### config.mk
export PLATFORM = sky130hd
export DESIGN_NAME = ccr_unit
export DESIGN_NICKNAME = d
export VERILOG_FILES = /design/src/rtl/ccr_unit.sv
export SDC_FILE = /design/constraint.sdc
export NUM_CORES = 1
export LEC_CHECK = 0
export CORE_AREA = 2 2 71 100
export CTS_CLUSTER_SIZE = 30
export DETAILED_ROUTE_END_ITERATION = 12
export DIE_AREA = 0 0 73 102
export PLACE_DENSITY = 0.68
export SLEW_MARGIN = 10
export SYNTH_ARGS = -nofsm -noshare
export SYNTH_HDL_FRONTEND = slang
export SYNTH_SLANG_ARGS = --single-unit
### constraint.sdc
create_clock -name clk -period 2.8 [get_ports clk]
set_input_delay 0.42 -clock clk [delete_from_list [all_inputs] [get_ports clk]]
set_output_delay 0.42 -clock clk [all_outputs]
set_load 0.01 [all_outputs]
### src/rtl/ccr_unit.sv
// Condition-code register stage with 68000 branch-condition evaluation and a DBcc loop counter.
// Build option: define CCR_FORWARD_EN so same-cycle evaluations see the next-state CCR.
module ccr_unit #(
  parameter int bits = 16
) (
  input  logic            clk,
  input  logic            reset,
  input  logic            alu_valid,
  input  logic            alu_c,
  input  logic            alu_z,
  input  logic            alu_v,
  input  logic            alu_n,
  input  logic [4:0]      upd_mask,
  input  logic            z_sticky,
  input  logic            wr_en,
  input  logic [1:0]      wr_op,
  input  logic [4:0]      wr_data,
  input  logic [3:0]      cond,
  input  logic            cond_valid,
  output logic            cond_true,
  output logic            cond_done,
  input  logic            db_load,
  input  logic [bits-1:0] db_init,
  input  logic            db_step,
  output logic            db_branch,
  output logic            db_exit,
  output logic [bits-1:0] db_count,
  output logic [4:0]      ccr
);

  // Flag vector is NZVC: [3]=N [2]=Z [1]=V [0]=C.
  function automatic logic cond_eval(input logic [3:0] sel, input logic [3:0] f);
    logic n, z, v, c;
    n = f[3];
    z = f[2];
    v = f[1];
    c = f[0];
    case (sel)
      4'h0:    cond_eval = 1'b1;
      4'h1:    cond_eval = 1'b0;
      4'h2:    cond_eval = !c && !z;
      4'h3:    cond_eval = c || z;
      4'h4:    cond_eval = !c;
      4'h5:    cond_eval = c;
      4'h6:    cond_eval = !z;
      4'h7:    cond_eval = z;
      4'h8:    cond_eval = !v;
      4'h9:    cond_eval = v;
      4'hA:    cond_eval = !n;
      4'hB:    cond_eval = n;
      4'hC:    cond_eval = (n == v);
      4'hD:    cond_eval = (n != v);
      4'hE:    cond_eval = !z && (n == v);
      default: cond_eval = z || (n != v);
    endcase
  endfunction

  logic [4:0]      ccr_q, ccr_d;
  logic            cond_true_q, cond_true_d;
  logic            cond_done_q, cond_done_d;
  logic [bits-1:0] db_count_q, db_count_d;
  logic            db_branch_q, db_branch_d;
  logic            db_exit_q, db_exit_d;
  logic [3:0]      eval_nzvc;
  logic            hit;
  logic [bits-1:0] dec;

  always_comb begin
    ccr_d = ccr_q;
    if (wr_en) begin
      case (wr_op)
        2'b00:   ccr_d = wr_data;
        2'b01:   ccr_d = wr_data & ccr_q;
        2'b10:   ccr_d = wr_data | ccr_q;
        default: ccr_d = wr_data ^ ccr_q;
      endcase
    end else if (alu_valid) begin
      if (upd_mask[4]) ccr_d[4] = alu_c;
      if (upd_mask[3]) ccr_d[3] = alu_n;
      // Sticky Z lets multi-word ops clear Z but never set it.
      if (upd_mask[2]) ccr_d[2] = z_sticky ? (ccr_q[2] & alu_z) : alu_z;
      if (upd_mask[1]) ccr_d[1] = alu_v;
      if (upd_mask[0]) ccr_d[0] = alu_c;
    end
  end

`ifdef CCR_FORWARD_EN
  assign eval_nzvc = ccr_d[3:0];
`else
  assign eval_nzvc = ccr_q[3:0];
`endif

  assign hit = cond_eval(cond, eval_nzvc);
  assign dec = db_count_q - {{(bits-1){1'b0}}, 1'b1};

  always_comb begin
    cond_done_d = cond_valid;
    cond_true_d = cond_valid ? hit : cond_true_q;
    db_count_d  = db_count_q;
    db_branch_d = 1'b0;
    db_exit_d   = 1'b0;
    if (db_load) begin
      db_count_d = db_init;
    end else if (db_step) begin
      if (hit) begin
        db_exit_d = 1'b1;
      end else begin
        db_count_d  = dec;
        db_exit_d   = (dec == {bits{1'b1}});
        db_branch_d = (dec != {bits{1'b1}});
      end
    end
  end

  always_ff @(posedge clk or posedge reset) begin
    if (reset) begin
      ccr_q       <= '0;
      cond_true_q <= 1'b0;
      cond_done_q <= 1'b0;
      db_count_q  <= '0;
      db_branch_q <= 1'b0;
      db_exit_q   <= 1'b0;
    end else begin
      ccr_q       <= ccr_d;
      cond_true_q <= cond_true_d;
      cond_done_q <= cond_done_d;
      db_count_q  <= db_count_d;
      db_branch_q <= db_branch_d;
      db_exit_q   <= db_exit_d;
    end
  end

  assign ccr       = ccr_q;
  assign cond_true = cond_true_q;
  assign cond_done = cond_done_q;
  assign db_count  = db_count_q;
  assign db_branch = db_branch_q;
  assign db_exit   = db_exit_q;

endmodule

Fig. 1: routed metal per tile
15 x 20 tiles, from dark blue (low) to red (high), scaled to the fullest tile. Values are wire area over tile area, all layers added.
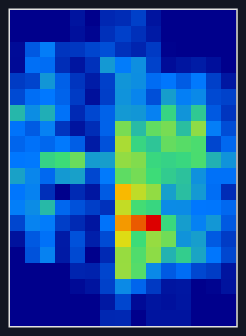
tiles over half the peak = 11%
fullest tile = 0.66
densest ninth of the die = center
emptiest ninth of the die = south-west
nearly empty tiles = 19%

Fig. 2: clock wiring as the flow saved it
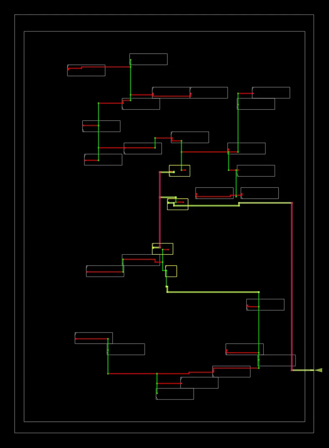
number of sinks on the clock net: 25
number of CTS-inserted buffers: 3
clk pwr: 237 µW
sequential cells: 25

Fig. 3: clock distribution
The bar under the picture is 20 µm long.
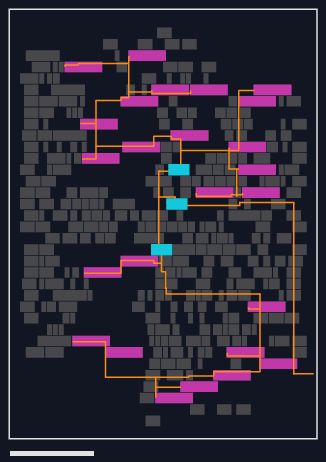
orange -> clock wires  # length 422 µm
cyan -> clock-net drivers  # count 3
magenta -> flip-flops  # count 25
routed clock nets = 4

Fig. 4: signal wires on met4
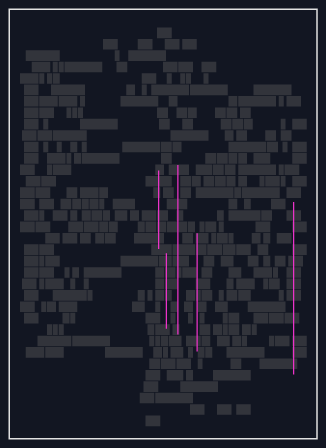
wire length on this layer = 145 µm
nets with wire on the layer = 5
main direction = vertical
share of all routed wire = 2.2%
total detailed-routing wirelength: 6460 µm
via count: 2,316

==> PnR_summary.wiki <==
== Implementation results ==
{| class="wikitable"
! Metric !! Value
|-
| Worst path max stage delay || 0.60 ns
|-
| Power share of the combinational group || 42.4%
|-
| Number of port buffers || 68
|-
| Reg-to-Reg End || db_branch
|-
| Met3 wire len || 328 µm
|-
| Result of the run || finished, final reports clean
|-
| Register-to-register path setup slack || 0.25 ns
|-
| Final-layout setup total negative slack || 0 ns
|-
| Area Growth Syn to Fin || 41.0%
|-
| Clock network fraction of total power || 19.7%
|-
| Number of enable flip-flop cells || 0
|-
| Adder-cell share of the synthesized area || 6.78%
|-
| Final weighted congestion of routability-driven global placement || 0.837
|-
| Top layer reached by signal wires || met4
|-
| Kind of start point of the critical path || register
|-
| Half-perimeter wire length after detailed placement || 5100 µm
|-
| Layout Cells excl Fill || 407
|-
| Total cell area reported by yosys after synthesis || 0.00221 mm²
|-
| Antenna viol nets, final || 0
|-
| Maximum net fanout on the critical path || 5
|-
| Number of slew-limit violations in the final report || 0
|-
| Number of hold buffers added after cts || 0
|-
| Antenna diodes || 0
|-
| First-pass GRT wire length || 10,300 µm
|-
| Count of different cell masters after synthesis || 58
|-
| Simple-gate portion of the synthesized area || 28.0%
|-
| FF-to-FF Start || db_count[2]
|-
| Power per standard cell area || 386 mW/mm²
|-
| Crit path to || db_branch
|-
| Largest area contributor in the synthesized netlist || sky130_fd_sc_hd__dfrtp_1
|-
| I/O pin count || 69
|-
| Horizontal die dimension || 73 µm
|-
| Ys flops || 25
|-
| Area inside the core boundary || 0.00653 mm²
|-
| Worst setup path category || reg2reg
|-
| Cell type group with the largest total delay on the critical path || simple AND/OR/NAND/NOR gates
|-
| Final net count || 390
|-
| Combinational family with the most area after synthesis || simple AND/OR/NAND/NOR gates
|-
| # placed instances || 403
|}
-- power groups by stage --
| stage | logic [µW] | registers, µW | clock network (µW) |
|---|---|---|---|
| 6_report | 511 | 457 | 237 |
| 2_1_floorplan | 239 | 477 | 0 |
| 3_5_place_dp | 511 | 464 | 0 |
| 5_1_grt | 558 | 465 | 256 |
| 4_1_cts | 513 | 458 | 237 |
| 3_3_place_gp | 500 | 464 | 0 |
-- cell type report --
cell class | instances | area, µm² | area share (%)
sequential | 25 | 626 | 20.0
clock inverter | 1 | 7.51 | 0.241
multi-input combinational | 196 | 1440 | 46.0
clock buffer | 3 | 41.3 | 1.32
timing repair buffer | 88 | 843 | 27.0
inverter | 20 | 75.1 | 2.41
tap | 74 | 92.6 | 2.97
Power figures rest on the tool's default switching activity, not on a simulated workload.
